$ cat src/rtl/alu_cmp_monitor_pkg.sv
`default_nettype none
// ============================================================================
//  Module      : alu_cmp_monitor_pkg
//  Description : Shared constants for the dual-ALU compare monitor: log record
//                field layout, cause bit encoding and default sizing.
//  Revision    : 1.0 - initial release
// ============================================================================
package alu_cmp_monitor_pkg;

  // Default sizing
  localparam int c_DEF_CNT_W     = 16;
  localparam int c_DEF_LOG_DEPTH = 4;

  // Log record layout: {alu_out1, alu_out2, carry_out1, carry_out2, cause, seq}
  localparam int c_REC_W      = 16;
  localparam int c_ALU_W      = 4;
  localparam int c_SEQ_W      = 4;
  localparam int c_CAUSE_W    = 2;
  localparam int c_SEQ_LSB    = 0;
  localparam int c_CAUSE_LSB  = 4;
  localparam int c_CARRY2_BIT = 6;
  localparam int c_CARRY1_BIT = 7;
  localparam int c_ALU2_LSB   = 8;
  localparam int c_ALU1_LSB   = 12;

  // Cause bit encoding
  localparam int c_CAUSE_CARRY_BIT = 0;
  localparam int c_CAUSE_DATA_BIT  = 1;

  // Assemble one log record from its fields
  function automatic logic [c_REC_W-1:0] pack_record(
    input logic [c_ALU_W-1:0]   alu1,
    input logic [c_ALU_W-1:0]   alu2,
    input logic                 carry1,
    input logic                 carry2,
    input logic [c_CAUSE_W-1:0] cause,
    input logic [c_SEQ_W-1:0]   seq
  );
    logic [c_REC_W-1:0] rec;
    rec                           = '0;
    rec[c_ALU1_LSB +: c_ALU_W]    = alu1;
    rec[c_ALU2_LSB +: c_ALU_W]    = alu2;
    rec[c_CARRY1_BIT]             = carry1;
    rec[c_CARRY2_BIT]             = carry2;
    rec[c_CAUSE_LSB +: c_CAUSE_W] = cause;
    rec[c_SEQ_LSB +: c_SEQ_W]     = seq;
    return rec;
  endfunction

endpackage
`default_nettype wire

$ cat src/rtl/alu_cmp_monitor_if.sv
`default_nettype none
// ============================================================================
//  Module      : alu_cmp_monitor_if
//  Description : Sample, control and status bundle between the dual-ALU source
//                (master) and the compare monitor (slave).
//  Revision    : 1.0 - initial release
// ============================================================================
interface alu_cmp_monitor_if
  import alu_cmp_monitor_pkg::*;
#(
  parameter int CNT_W     = c_DEF_CNT_W,
  parameter int LOG_DEPTH = c_DEF_LOG_DEPTH
);
  localparam int c_LC_W = $clog2(LOG_DEPTH) + 1;

  // Sample from the dual ALU
  logic               in_valid;
  logic [3:0]         alu_out1;
  logic [3:0]         alu_out2;
  logic               carry_out1;
  logic               carry_out2;
  logic [3:0]         x;
  logic               y;
  // Control
  logic               clr;
  logic [CNT_W-1:0]   thresh;
  logic               rd_req;
  // Status / log read port
  logic               rd_valid;
  logic [c_REC_W-1:0] rd_data;
  logic [c_LC_W-1:0]  log_count;
  logic               log_overflow;
  logic [CNT_W-1:0]   sample_cnt;
  logic [CNT_W-1:0]   mismatch_cnt;
  logic               err_sticky;
  logic               alarm;
  logic               consistency_err;

  modport master (
    output in_valid, alu_out1, alu_out2, carry_out1, carry_out2, x, y,
    output clr, thresh, rd_req,
    input  rd_valid, rd_data, log_count, log_overflow, sample_cnt,
    input  mismatch_cnt, err_sticky, alarm, consistency_err
  );

  modport slave (
    input  in_valid, alu_out1, alu_out2, carry_out1, carry_out2, x, y,
    input  clr, thresh, rd_req,
    output rd_valid, rd_data, log_count, log_overflow, sample_cnt,
    output mismatch_cnt, err_sticky, alarm, consistency_err
  );

endinterface
`default_nettype wire

$ cat src/rtl/alu_cmp_monitor_fifo.sv
`default_nettype none
// ============================================================================
//  Module      : cmp_log_fifo
//  Description : Show-ahead synchronous FIFO holding mismatch records, with
//                occupancy count and full/empty flags. A push while full is
//                accepted only if a pop frees a slot in the same cycle.
//  Revision    : 1.0 - initial release
// ============================================================================
module cmp_log_fifo #(
  parameter int DEPTH = 4,
  parameter int W     = 16
) (
  input  wire logic                       clk,
  input  wire logic                       rst,
  input  wire logic                       i_clr,
  input  wire logic                       i_push,
  input  wire logic [W-1:0]               i_push_data,
  input  wire logic                       i_pop,
  output logic      [W-1:0]               o_rd_data,
  output logic      [$clog2(DEPTH):0]     o_count,
  output logic                            o_full,
  output logic                            o_empty
);
  localparam int               c_AW   = $clog2(DEPTH);
  localparam logic [c_AW:0]    c_FULL = (c_AW+1)'(DEPTH);

  logic [W-1:0]    r_mem [DEPTH];
  logic [c_AW-1:0] r_wr_ptr;
  logic [c_AW-1:0] r_rd_ptr;
  logic [c_AW:0]   r_count;

  logic w_full;
  logic w_empty;
  logic w_wr;
  logic w_rd;

  assign w_full  = (r_count == c_FULL);
  assign w_empty = (r_count == '0);
  // Full slots only take a write when a read leaves in the same cycle
  assign w_wr    = i_push & (~w_full | i_pop) & ~i_clr;
  // Reads of an empty FIFO are ignored
  assign w_rd    = i_pop & ~w_empty & ~i_clr;

  // Pointer and occupancy bookkeeping; clear empties the FIFO
  always_ff @(posedge clk or posedge rst) begin
    if (rst) begin
      r_wr_ptr <= '0;
      r_rd_ptr <= '0;
      r_count  <= '0;
    end else if (i_clr) begin
      r_wr_ptr <= '0;
      r_rd_ptr <= '0;
      r_count  <= '0;
    end else begin
      if (w_wr) r_wr_ptr <= r_wr_ptr + 1'b1;
      if (w_rd) r_rd_ptr <= r_rd_ptr + 1'b1;
      case ({w_wr, w_rd})
        2'b10:   r_count <= r_count + 1'b1;
        2'b01:   r_count <= r_count - 1'b1;
        default: r_count <= r_count;
      endcase
    end
  end

  // Record storage; contents need no reset since count gates visibility
  always_ff @(posedge clk) begin
    if (w_wr) r_mem[r_wr_ptr] <= i_push_data;
  end

  assign o_rd_data = w_empty ? '0 : r_mem[r_rd_ptr];
  assign o_count   = r_count;
  assign o_full    = w_full;
  assign o_empty   = w_empty;

endmodule
`default_nettype wire

$ cat src/rtl/alu_cmp_monitor.sv
`default_nettype none
// ============================================================================
//  Module      : alu_cmp_monitor
//  Description : Watches a lock-step dual-ALU pair. Each valid sample is
//                registered, compared, counted and, on mismatch, logged into
//                a small FIFO. Also cross-checks the upstream compare bits.
//  Revision    : 1.0 - initial release
// ============================================================================
module alu_cmp_monitor
  import alu_cmp_monitor_pkg::*;
#(
  parameter int CNT_W     = c_DEF_CNT_W,
  parameter int LOG_DEPTH = c_DEF_LOG_DEPTH
) (
  input  wire logic         wb_clk_i,
  input  wire logic         wb_rst_i,
  alu_cmp_monitor_if.slave  mon
);
  localparam int               c_LC_W    = $clog2(LOG_DEPTH) + 1;
  localparam logic [CNT_W-1:0] c_CNT_MAX = {CNT_W{1'b1}};

  // Input stage
  logic       r_s_valid;
  logic [3:0] r_s_a1;
  logic [3:0] r_s_a2;
  logic       r_s_c1;
  logic       r_s_c2;
  logic [3:0] r_s_x;
  logic       r_s_y;

  // Counters and flags
  logic [CNT_W-1:0] r_sample_cnt;
  logic [CNT_W-1:0] r_mismatch_cnt;
  logic             r_err_sticky;
  logic             r_cons_err;
  logic             r_overflow;

  // Compare results of the registered sample
  logic                 w_data_mis;
  logic                 w_carry_mis;
  logic                 w_mis;
  logic                 w_cons_bad;
  logic [c_CAUSE_W-1:0] w_cause;
  logic                 w_take;
  logic                 w_push;
  logic                 w_pop;
  logic [c_REC_W-1:0]   w_record;

  // Log status
  logic [c_REC_W-1:0] w_rd_data;
  logic [c_LC_W-1:0]  w_count;
  logic               w_full;
  logic               w_empty;

  // Register each accepted sample; clear drops whatever would be captured
  always_ff @(posedge wb_clk_i or posedge wb_rst_i) begin
    if (wb_rst_i) begin
      r_s_valid <= 1'b0;
      r_s_a1    <= '0;
      r_s_a2    <= '0;
      r_s_c1    <= 1'b0;
      r_s_c2    <= 1'b0;
      r_s_x     <= '0;
      r_s_y     <= 1'b0;
    end else begin
      r_s_valid <= mon.in_valid & ~mon.clr;
      if (mon.in_valid) begin
        r_s_a1 <= mon.alu_out1;
        r_s_a2 <= mon.alu_out2;
        r_s_c1 <= mon.carry_out1;
        r_s_c2 <= mon.carry_out2;
        r_s_x  <= mon.x;
        r_s_y  <= mon.y;
      end
    end
  end

  // Classify the registered sample
  always_comb begin
    w_data_mis                 = (r_s_a1 != r_s_a2);
    w_carry_mis                = (r_s_c1 != r_s_c2);
    w_mis                      = w_data_mis | w_carry_mis;
    w_cons_bad                 = (r_s_x != (r_s_a1 ^ r_s_a2)) | (r_s_y != (r_s_c1 ^ r_s_c2));
    w_cause                    = '0;
    w_cause[c_CAUSE_DATA_BIT]  = w_data_mis;
    w_cause[c_CAUSE_CARRY_BIT] = w_carry_mis;
  end

  // A clear in this cycle also discards the sample sitting in the stage
  assign w_take   = r_s_valid & ~mon.clr;
  assign w_push   = w_take & w_mis;
  assign w_pop    = mon.rd_req & ~w_empty;
  // seq tags the record with the sample count before this sample's increment
  assign w_record = pack_record(r_s_a1, r_s_a2, r_s_c1, r_s_c2, w_cause,
                                r_sample_cnt[c_SEQ_W-1:0]);

  // Saturating counters and sticky flags, clear taking priority
  always_ff @(posedge wb_clk_i or posedge wb_rst_i) begin
    if (wb_rst_i) begin
      r_sample_cnt   <= '0;
      r_mismatch_cnt <= '0;
      r_err_sticky   <= 1'b0;
      r_cons_err     <= 1'b0;
      r_overflow     <= 1'b0;
    end else if (mon.clr) begin
      r_sample_cnt   <= '0;
      r_mismatch_cnt <= '0;
      r_err_sticky   <= 1'b0;
      r_cons_err     <= 1'b0;
      r_overflow     <= 1'b0;
    end else begin
      if (w_take) begin
        if (r_sample_cnt != c_CNT_MAX) r_sample_cnt <= r_sample_cnt + 1'b1;
        if (w_mis) begin
          if (r_mismatch_cnt != c_CNT_MAX) r_mismatch_cnt <= r_mismatch_cnt + 1'b1;
          r_err_sticky <= 1'b1;
        end
        if (w_cons_bad) r_cons_err <= 1'b1;
      end
      // A record is lost only when the log is full and nothing leaves
      if (w_push & w_full & ~w_pop) r_overflow <= 1'b1;
    end
  end

  cmp_log_fifo #(
    .DEPTH (LOG_DEPTH),
    .W     (c_REC_W)
  ) u_log (
    .clk         (wb_clk_i),
    .rst         (wb_rst_i),
    .i_clr       (mon.clr),
    .i_push      (w_push),
    .i_push_data (w_record),
    .i_pop       (mon.rd_req),
    .o_rd_data   (w_rd_data),
    .o_count     (w_count),
    .o_full      (w_full),
    .o_empty     (w_empty)
  );

  assign mon.rd_valid        = ~w_empty;
  assign mon.rd_data         = w_rd_data;
  assign mon.log_count       = w_count;
  assign mon.log_overflow    = r_overflow;
  assign mon.sample_cnt      = r_sample_cnt;
  assign mon.mismatch_cnt    = r_mismatch_cnt;
  assign mon.err_sticky      = r_err_sticky;
  assign mon.consistency_err = r_cons_err;
  assign mon.alarm           = (mon.thresh != '0) && (r_mismatch_cnt >= mon.thresh);

endmodule
`default_nettype wire

$ cat src/flat_wrapper.sv
// flat-port wrapper written by rule: the top's interface ports become plain ports
module alu_cmp_monitor_flat import alu_cmp_monitor_pkg::*;
#(
  parameter int CNT_W     = c_DEF_CNT_W,
  parameter int LOG_DEPTH = c_DEF_LOG_DEPTH
)
  (wb_clk_i, wb_rst_i, mon_in_valid, mon_alu_out1, mon_alu_out2, mon_carry_out1, mon_carry_out2, mon_x, mon_y, mon_clr, mon_thresh, mon_rd_req, mon_rd_valid, mon_rd_data, mon_log_count, mon_log_overflow, mon_sample_cnt, mon_mismatch_cnt, mon_err_sticky, mon_alarm, mon_consistency_err);
  alu_cmp_monitor_if #(.CNT_W(CNT_W), .LOG_DEPTH(LOG_DEPTH)) mon_i ();
  input  wire logic wb_clk_i;
  input  wire logic wb_rst_i;
  input wire logic [$bits(mon_i.in_valid)-1:0] mon_in_valid;
  input wire logic [$bits(mon_i.alu_out1)-1:0] mon_alu_out1;
  input wire logic [$bits(mon_i.alu_out2)-1:0] mon_alu_out2;
  input wire logic [$bits(mon_i.carry_out1)-1:0] mon_carry_out1;
  input wire logic [$bits(mon_i.carry_out2)-1:0] mon_carry_out2;
  input wire logic [$bits(mon_i.x)-1:0] mon_x;
  input wire logic [$bits(mon_i.y)-1:0] mon_y;
  input wire logic [$bits(mon_i.clr)-1:0] mon_clr;
  input wire logic [$bits(mon_i.thresh)-1:0] mon_thresh;
  input wire logic [$bits(mon_i.rd_req)-1:0] mon_rd_req;
  output wire logic [$bits(mon_i.rd_valid)-1:0] mon_rd_valid;
  output wire logic [$bits(mon_i.rd_data)-1:0] mon_rd_data;
  output wire logic [$bits(mon_i.log_count)-1:0] mon_log_count;
  output wire logic [$bits(mon_i.log_overflow)-1:0] mon_log_overflow;
  output wire logic [$bits(mon_i.sample_cnt)-1:0] mon_sample_cnt;
  output wire logic [$bits(mon_i.mismatch_cnt)-1:0] mon_mismatch_cnt;
  output wire logic [$bits(mon_i.err_sticky)-1:0] mon_err_sticky;
  output wire logic [$bits(mon_i.alarm)-1:0] mon_alarm;
  output wire logic [$bits(mon_i.consistency_err)-1:0] mon_consistency_err;
  assign mon_i.in_valid = mon_in_valid;
  assign mon_i.alu_out1 = mon_alu_out1;
  assign mon_i.alu_out2 = mon_alu_out2;
  assign mon_i.carry_out1 = mon_carry_out1;
  assign mon_i.carry_out2 = mon_carry_out2;
  assign mon_i.x = mon_x;
  assign mon_i.y = mon_y;
  assign mon_i.clr = mon_clr;
  assign mon_i.thresh = mon_thresh;
  assign mon_i.rd_req = mon_rd_req;
  assign mon_rd_valid = mon_i.rd_valid;
  assign mon_rd_data = mon_i.rd_data;
  assign mon_log_count = mon_i.log_count;
  assign mon_log_overflow = mon_i.log_overflow;
  assign mon_sample_cnt = mon_i.sample_cnt;
  assign mon_mismatch_cnt = mon_i.mismatch_cnt;
  assign mon_err_sticky = mon_i.err_sticky;
  assign mon_alarm = mon_i.alarm;
  assign mon_consistency_err = mon_i.consistency_err;
  alu_cmp_monitor #(.CNT_W(CNT_W), .LOG_DEPTH(LOG_DEPTH)) u_core (.wb_clk_i(wb_clk_i), .wb_rst_i(wb_rst_i), .mon(mon_i));
endmodule
$ cat config.mk
export PLATFORM = sky130hd
export DESIGN_NAME = alu_cmp_monitor_flat
export DESIGN_NICKNAME = d
export VERILOG_FILES = /design/src/rtl/alu_cmp_monitor_pkg.sv /design/src/rtl/alu_cmp_monitor_if.sv /design/src/rtl/alu_cmp_monitor_fifo.sv /design/src/rtl/alu_cmp_monitor.sv /design/src/flat_wrapper.sv
export SDC_FILE = /design/constraint.sdc
export NUM_CORES = 1
export LEC_CHECK = 0
export ABC_AREA = 1
export CAP_MARGIN = 15
export CELL_PAD_IN_SITES_DETAIL_PLACEMENT = 1
export CELL_PAD_IN_SITES_GLOBAL_PLACEMENT = 2
export CORE_MARGIN = 10
export CORE_UTILIZATION = 30
export DETAILED_ROUTE_END_ITERATION = 8
export PLACE_DENSITY_LB_ADDON = 0.1
export REMOVE_ABC_BUFFERS = 1
export SYNTH_ARGS = -nofsm -noshare
export SYNTH_HDL_FRONTEND = slang
export SYNTH_SLANG_ARGS = --single-unit
$ cat constraint.sdc
create_clock -name wb_clk_i -period 4.81 [get_ports wb_clk_i]
set_clock_uncertainty 0.15 [all_clocks]
set_input_delay 0.962 -clock wb_clk_i [delete_from_list [all_inputs] [get_ports wb_clk_i]]
set_output_delay 0.962 -clock wb_clk_i [all_outputs]
set_load 0.01 [all_outputs]
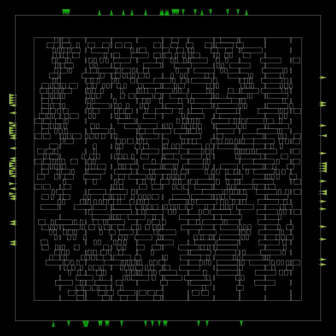
(run_1/placed.png)
tap cells: 270
fin cells: 1063
filler instances: 2304
Flops: 122

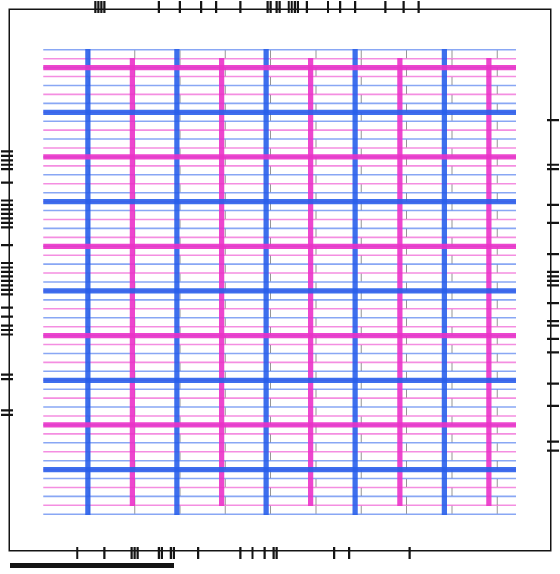
(run_1/floorplan.png)
Scale bar: 50 µm. Pins as bars on the die edge. Tap cells in gray.
Key: magenta = VDD; blue = VSS
53 met1 rails follow the rows. 10 straps on met4. 270 tap cells. The core has 52 rows.

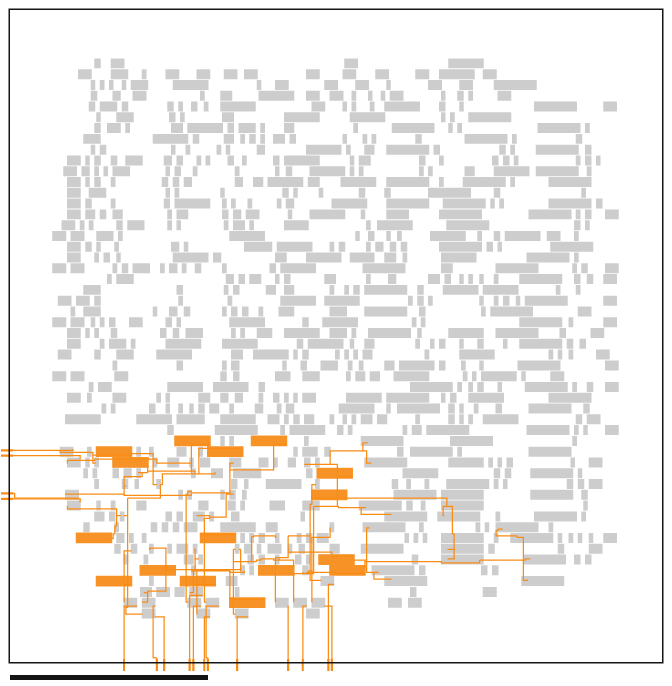
(run_1/port_trees.png)
Scale bar: 50 µm.
Key: orange = mon_sample_cnt [bits 16, direction output, end cells 16, buffers 16, wire 1150 µm]
IO Count: 92
# port buffers: 91

==> Slide: Implementation Results, run 1 <==
Implementation Results

Status
  • Status: complete, no violations

Final timing
  • Final Setup Violations: 0
  • Slew @ Worst Pin: 0.998 ns
  • Final TNS setup: 0 ns
  • Final Cycle Share: 0.880
  • RSZ-0062 raised after global routing: no
  • Slew Limit Fails: 0

Yosys
  • Post-synth mux share: 0
  • FFs w/ async S/R, synth: 0.475
  • Yosys xor share: 0.0278
  • Yosys aoi share: 0.0974
  • Syn Std Cell Area: 6260 µm²
  • Top cell area share: 0.307
  • Post-synth seq share: 0.539
  • Yosys warnings: 0
  • Number of enable flip-flop cells: 64
  • Top cell type by total area after synthesis: edfxtp_1
  • Yosys top cell by instances: nand2_1
  • Most used flip-flop cell: edfxtp_1
  • Yosys cell count: 680
  • Yosys adder share: 0.0472
  • Yosys stat chip area: 6260 µm²
  • Dominant comb cell: simple AND/OR/NAND/NOR gates
  • Simple-Gate Fraction of Synth Area: 0.223
  • Top cells by area: edfxtp_1, dfrtp_1, nand2_1

Critical path
  • Type of element launching the critical path: input port
  • Setup CP Type: in2out
  • Delay-heaviest family, CP: buffers and inverters
  • Slowest cell on the critical path: clkdlybuf4s50_1
  • Worst EP arrival: 3.12 ns
  • Critical Path Max Stage Delay: 0.53 ns

Pwr
  • Clock share of power: 0.485
  • Pint: 2200 µW
  • PwrDens: 358 nW/µm²
  • Comb power frac: 0.104
  • Net Switching: 713 µW
  • Part of the power in registers: 0.411
  • Sw Share: 0.245
  • Maximum vdd drop: 0.241 mV

Placement
  • Half-perimeter wire length after placement: 12.9 mm
  • Final GP Congestion: 0.813

Job
  • Max_cap viols: 0
  • OpenROAD warnings: 28

Die
  • Die width: 164 µm
  • Core Region: 20400 µm²
  • Row cnt: 52

Clock tree
  • Cts hold-fix bufs: 0
  • CTS clock-pin slew for the worst setup and hold paths: 0.06 ns
  • Root Buffer: clkbuf_16
  • Clk latency late pin: 0.42 ns
  • H-tree depth: 4
  • Clock Sinks: 122
  • CTS resizes: 0

Global routing
  • Via count of the first global-routing pass: 5523
  • First-pass GRT wire length: 29.5 mm
  • Largest net degree at the start of global routing: 45
  • Gr usage total: 0.140
  • Gr ovfl total: 0
  • Antenna violations before repair: 0

Route
  • WL final: 18.4 mm
  • Vias per inst: 4.80
  • Wire per inst: 17.3 µm
  • Vias: 5101
  • Antenna Violating Nets Remaining: 0
  • DRC violations left: 0

Worst hold path
  • Worst Hold Class: reg2reg

Finish
  • Share of layout cells above drive strength 1: 0.0984
  • Final core occ: 0.399
  • Ant diodes: 0
run 1: through the flow:
stage	instances	setup WS, ns
after detailed placement	1031	0.570
after CTS	1063	0.559
after floorplan	659	1.77
after global placement	1031	0.653
after global routing	1063	0.408
final	1063	0.577
run 1: path summary, 6_finish.rpt:
path	slack (ns)	from	cells past startpoint	to
hold / removal	0.35	u_core.mon.err_sticky	2	u_core.mon.err_sticky
setup / recovery	0.58	mon_thresh[15]	12	mon_alarm
max in group asynchronous	2.83	wb_rst_i	3	u_core.r_s_x[1]
min in group asynchronous	0.95	wb_rst_i	2	u_core.mon.sample_cnt[13]
hold reg to reg	0.35	u_core.mon.err_sticky	2	u_core.mon.err_sticky
setup reg to reg	2.12	u_core.u_log.o_count[0]	13	u_core.u_log.o_count[2]
run 1: per-layer routing:
metal  vias to the layer above  share of wire  wire (µm)  track usage
met3                        15          0.056       1040       0.0356
li1                       2465              -          -            -
met1                      2531           0.44       8010        0.168
met5                         -              0          0            0
met2                        90           0.50       9130        0.240
met4                         0          0.012        213       0.0459
run 1: registers in the layout, summed over array words and instances, names as in the netlist:
| register | flops |
|---|---|
| u_core.u_log.r_mem | 64 |
| u_core.mon.mismatch_cnt | 16 |
| u_core.mon.sample_cnt | 16 |
| u_core.r_s_a1 | 4 |
| u_core.r_s_a2 | 4 |
| u_core.r_s_x | 4 |
| u_core.u_log.o_count | 3 |
| u_core.u_log.r_rd_ptr | 2 |
| u_core.u_log.r_wr_ptr | 2 |
| u_core.mon.consistency_err | 1 |
| u_core.mon.err_sticky | 1 |
| u_core.mon.log_overflow | 1 |
| u_core.r_s_c1 | 1 |
| u_core.r_s_c2 | 1 |
| u_core.r_s_valid | 1 |
| u_core.r_s_y | 1 |
run 1: layout make-up:
cell class                      count  area (µm²)
Fill cell                        2304       12200
Clock buffer                       18         429
Inverter                           81         304
Clock inverter                     14         221
Tap cell                          270         338
Sequential cell                   122        3370
Timing Repair Buffer              102         993
Multi-Input combinational cell    456        2470
run 1: placed cells by master, fill, tap and decap left out, types with 4 or more instances in the layout:
cell	n
bufinv_16	5
nor3_1	14
nand3_1	38
nand2_4	4
clkbuf_16	17
inv_2	7
buf_4	11
nand4_1	10
o21ai_0	63
o31ai_1	10
nor2_2	5
clkinv_4	4
nor2_1	97
nand2_2	6
clkdlybuf4s50_1	91
dfrtp_1	58
inv_1	73
ha_1	22
nand2_1	111
edfxtp_1	64
xor2_1	17
a21oi_1	31
run 1: power groups by stage:
stage	clock, µW	combinational, µW	sequential, µW
after floorplan	0	148	1210
after global placement	0	300	1210
after detailed placement	0	311	1220
after CTS	1440	313	1200
after global routing	1490	345	1200
final	1410	303	1200
run 1: cells by family (layout without fill, tap and decap cells):
group,Yosys count,count (layout)
xor gates and xnor gates,19,19
DFF,122,122
buffers and inverters,102,215
AOI/OAI and AO/OA,113,113
adders and majority gates,23,23
and+or+nand+nor,301,301
run 1: worst min-delay path, delay by kind of cell (launching register included):
| family | cells | cell delay (ns) |
|---|---|---|
| flip-flops | 1 | 0.35 |
| AND/OR/NAND/NOR | 2 | 0.11 |
## Run 2: what changed since run 1
--- a/config.mk
+++ b/config.mk
@@ -6,6 +6,7 @@
 export NUM_CORES = 1
 export LEC_CHECK = 0
 export ABC_AREA = 1
+export ABC_CLOCK_PERIOD_IN_PS = 4810
 export CAP_MARGIN = 15
 export CELL_PAD_IN_SITES_DETAIL_PLACEMENT = 1
 export CELL_PAD_IN_SITES_GLOBAL_PLACEMENT = 2
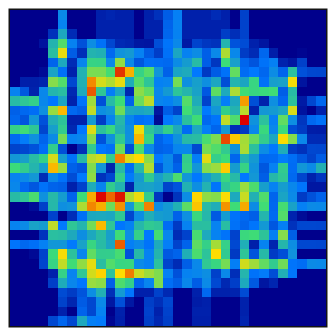
(run_2/route_heat.png)
The die is cut into 33 by 33 equal tiles; dark blue is low, red is high, scaled to the fullest tile. Values are wire area over tile area, all layers added.
The emptiest ninth of the die: south-east. The fullest tile reaches 0.41. 14% of the tiles are over half the peak. The mean over all tiles is 0.11.

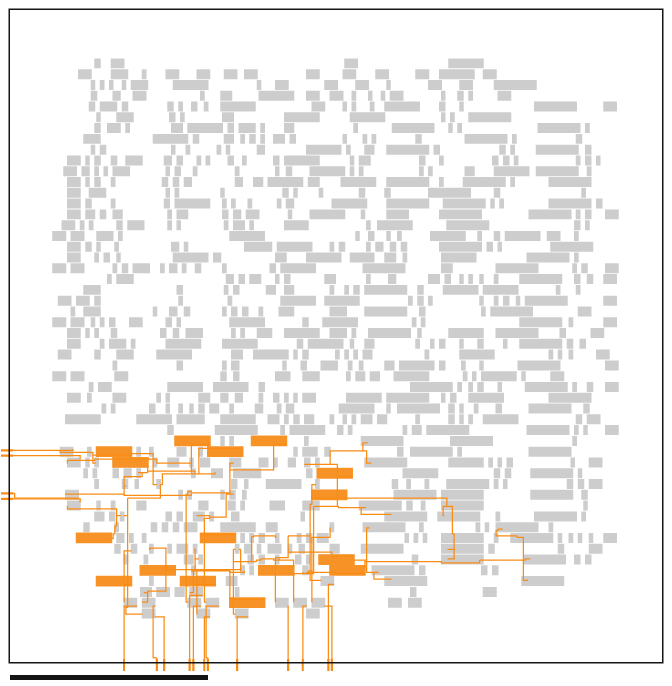
(run_2/port_trees.png)
Scale bar: 50 µm.
Key: orange = mon_sample_cnt [bits 16, direction output, end cells 16, buffers 16, wire 1150 µm]

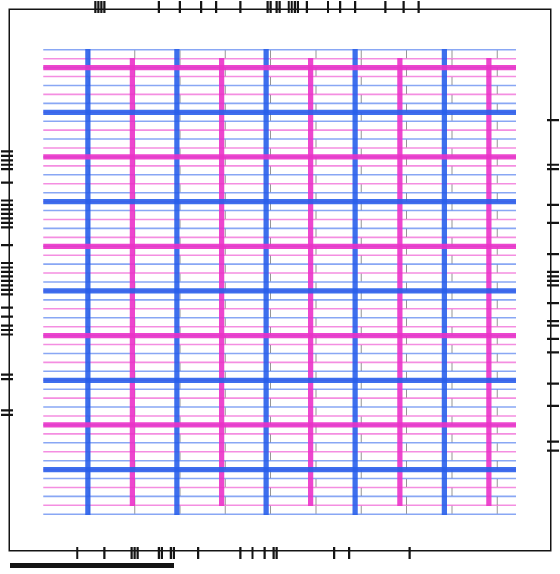
(run_2/floorplan.png)
Scale bar: 50 µm. Pins as bars on the die edge. Tap cells in gray.
Key: magenta = VDD; blue = VSS
92 signal pins sit on the boundary. 10 straps on met4. The core has 52 rows. 270 tap cells. 10 straps on met5.
Core Region: 20400 µm²
height of the die: 164 µm
maximum vdd drop: 0.241 mV

==> run 2 against run 1 <==
Register-to-register slack about the same. Count of clock-buffer cells in the layout unchanged. Hold slack unchanged. Sequential power about the same. Non-clock buffer count unchanged. Sequential cell count unchanged. Fmax unchanged. First-iteration DRC count unchanged. Via count unchanged. Cell area unchanged. Routed wire length unchanged. Critical path type unchanged. Largest power group unchanged.
==> Slide: Implementation Results, run 2 <==
Implementation Results

Status
  • Status: complete, no violations (unchanged)

Route
  • Antenna Violating Nets Remaining: 0 (unchanged)
  • DRT Pass-1 Iters: 4 (unchanged)
  • Vias: 5101 (unchanged)
  • DRC violations left: 0 (unchanged)
  • Vias per inst: 4.80 (unchanged)
  • Wire per inst: 17.3 µm (unchanged)
  • WL final: 18.4 mm (unchanged)

Critical path
  • Slowest cell on the critical path: clkdlybuf4s50_1 (unchanged)
  • Worst EP required: 3.70 ns (about the same)
  • Worst EP arrival: 3.12 ns (about the same)
  • Type of element launching the critical path: input port (unchanged)
  • Setup crit end kind: output pin (unchanged)
  • Critical Path Max Stage Delay: 0.53 ns (about the same)
  • Crit path cell chain: clkdlybuf4s50_1 -> inv_1 -> ha_1 -> nand2_1 -> inv_1 -> nand3_1 -> nor3_1 -> nand3_1 -> nand3_1 -> o31ai_1 -> inv_1 -> clkdlybuf4s50_1 (unchanged)
  • Setup CP Type: in2out (unchanged)

Clock tree
  • Clock Sinks: 122 (unchanged)
  • CTS clock-pin slew for the worst setup and hold paths: 0.06 ns (about the same)
  • Root Buffer: clkbuf_16 (unchanged)
  • CTS Buf Count: 17 (unchanged)
  • Postcts setup bufs: 0 (unchanged)
  • H-tree depth: 4 (unchanged)
  • Cts hold-fix bufs: 0 (unchanged)
  • Clk latency late pin: 0.42 ns (about the same)
  • CTS resizes: 0 (unchanged)

Finish
  • FF+latch area: 3370 µm² (unchanged)
  • Final core occ: 0.399 (unchanged)
  • Reg with most FFs: u_core.u_log.r_mem (unchanged)
  • Most frequent cells in the layout: nand2_1, nor2_1, clkdlybuf4s50_1 (unchanged)
  • Top cell excl fill/tap: nand2_1 (unchanged)
  • Share of layout cells above drive strength 1: 0.0984 (unchanged)
  • Ant diodes: 0 (unchanged)
  • Filler instances: 2304 (unchanged)
  • Final nets: 839 (unchanged)
  • Area Growth Syn to Fin: 30.0% (unchanged)
  • Gate Area: 2470 µm² (unchanged)
  • Max FFs per register: 64 (unchanged)
  • Fin cells: 1063 (unchanged)

Global routing
  • Gr ovfl total: 0 (unchanged)
  • Gr usage total: 0.140 (unchanged)
  • Via count of the first global-routing pass: 5523 (unchanged)
  • Largest net degree at the start of global routing: 45 (unchanged)
  • Antenna violations before repair: 0 (unchanged)
  • First-pass GRT wire length: 29.5 mm (unchanged)

Die
  • Die area: 27000 µm² (unchanged)
  • Die width: 164 µm (unchanged)
  • IO Count: 92 (unchanged)
  • Row cnt: 52 (unchanged)
  • Starting density of the core: 0.307 (unchanged)

Placement
  • Final GP Congestion: 0.813 (unchanged)
  • Half-perimeter wire length after placement: 12.9 mm (unchanged)
  • # port buffers: 91 (unchanged)
  • Dpl cells: 1031 (unchanged)

Yosys
  • Avg Cell Area, Syn: 9.20 µm² (unchanged)
  • Top cell type by total area after synthesis: edfxtp_1 (unchanged)
  • Post-synth seq share: 0.539 (unchanged)
  • Top cells by area: edfxtp_1, dfrtp_1, nand2_1 (unchanged)
  • Top cell area share: 0.307 (unchanged)
  • FFs w/ async S/R, synth: 0.475 (unchanged)
  • Most used flip-flop cell: edfxtp_1 (unchanged)
  • Cell variety after synth: 42 (unchanged)
  • Cells after synthesis: 680 (unchanged)
  • Syn Std Cell Area: 6260 µm² (unchanged)
  • Synth cell count leaders: nand2_1, nor2_1, inv_1 (unchanged)
  • Yosys top cell by instances: nand2_1 (unchanged)
  • Yosys warnings: 0 (unchanged)
  • Number of enable flip-flop cells: 64 (unchanged)
  • Yosys reg bits: 122 (unchanged)
  • Yosys cell count: 680 (unchanged)
  • Yosys stat chip area: 6260 µm² (unchanged)

Job
  • Max_cap viols: 0 (unchanged)
  • OpenROAD warnings: 28 (unchanged)

Final timing
  • Slew Limit Fails: 0 (unchanged)
  • Fin crit period: 4.23 ns (unchanged)
  • Hold Worst Slack: 0.348 ns (unchanged)
  • Final Setup Violations: 0 (unchanged)
  • Final hold violation count: 0 (unchanged)
  • Final TNS setup: 0 ns (unchanged)
  • Slew margin rel.: 0.334 (unchanged)
  • F_max: 0.236 GHz (unchanged)
  • RSZ-0062 raised after global routing: no (unchanged)
  • Slew @ Worst Pin: 0.998 ns (unchanged)
  • Final Cycle Share: 0.880 (unchanged)

Worst hold path
  • Worst Hold Class: reg2reg (unchanged)

Pwr
  • PwrDens: 358 nW/µm² (unchanged)
## run 2: cell counts after synthesis
No cell type changed its count.
## run 2: worst max-delay path, delay by kind of cell
family	cells	cell delay, ns
AND/OR/NAND/NOR	5	0.65
AND-OR/OR-AND	1	0.07
buffers and inverters	5	1.14
adder cells (fa/ha/maj)	1	0.29
## run 2: kinds of logic after synthesis
logic type / after synthesis / synth area share
flops: 122 / 0.539
xor+xnor: 19 / 0.0278
compound gates: 113 / 0.0974
fa+ha+maj: 23 / 0.0472
buf+inv: 102 / 0.0656
simple gates: 301 / 0.223
## run 2: cell type report
cell class,count,share of cell area
Tap cell,270,0.0415
Multi-Input combinational cell,456,0.304
Clock buffer,18,0.0528
Inverter,81,0.0374
Sequential cell,122,0.415
Timing Repair Buffer,102,0.122
Clock inverter,14,0.0272
## run 2: worst paths after layout
kind                                         start  cells past startpoint  slack (ns)                   endpoint
max in group asynchronous                 wb_rst_i                      3        2.83            u_core.r_s_x[1]
setup / recovery                    mon_thresh[15]                     12        0.58                  mon_alarm
setup reg to reg           u_core.u_log.o_count[0]                     13        2.12    u_core.u_log.o_count[2]
hold / removal               u_core.mon.err_sticky                      2        0.35      u_core.mon.err_sticky
min in group asynchronous                 wb_rst_i                      2        0.95  u_core.mon.sample_cnt[13]
hold reg to reg              u_core.mon.err_sticky                      2        0.35      u_core.mon.err_sticky
## run 2: layer usage
layer	part of all wire	wire, µm	GRT usage
met1	0.44	8010	0.168
met2	0.50	9130	0.240
met3	0.056	1040	0.0356
met4	0.012	213	0.0459
met5	0	0	0
## run 2: where the power goes
part | internal [µW] | switching, µW | total, µW | leakage (µW)
Combinational | 123 | 180 | 303 | 0.00172
Sequential | 1150 | 43.6 | 1200 | 0.00136
Clock | 924 | 490 | 1410 | 0.000309
## run 2: per-stage QoR
| stage | power, µW | worst slack [ns] | instance area, µm² |
|---|---|---|---|
| 6_report | 2910 | 0.577 | 8130 |
| 3_3_place_gp | 1510 | 0.653 | 7480 |
| 4_1_cts | 2950 | 0.559 | 8130 |
| 3_5_place_dp | 1530 | 0.570 | 7480 |
| 5_1_grt | 3040 | 0.408 | 8130 |
| 2_1_floorplan | 1360 | 1.77 | 6150 |
No activity file was given, so power comes from the tool's default toggle rates.
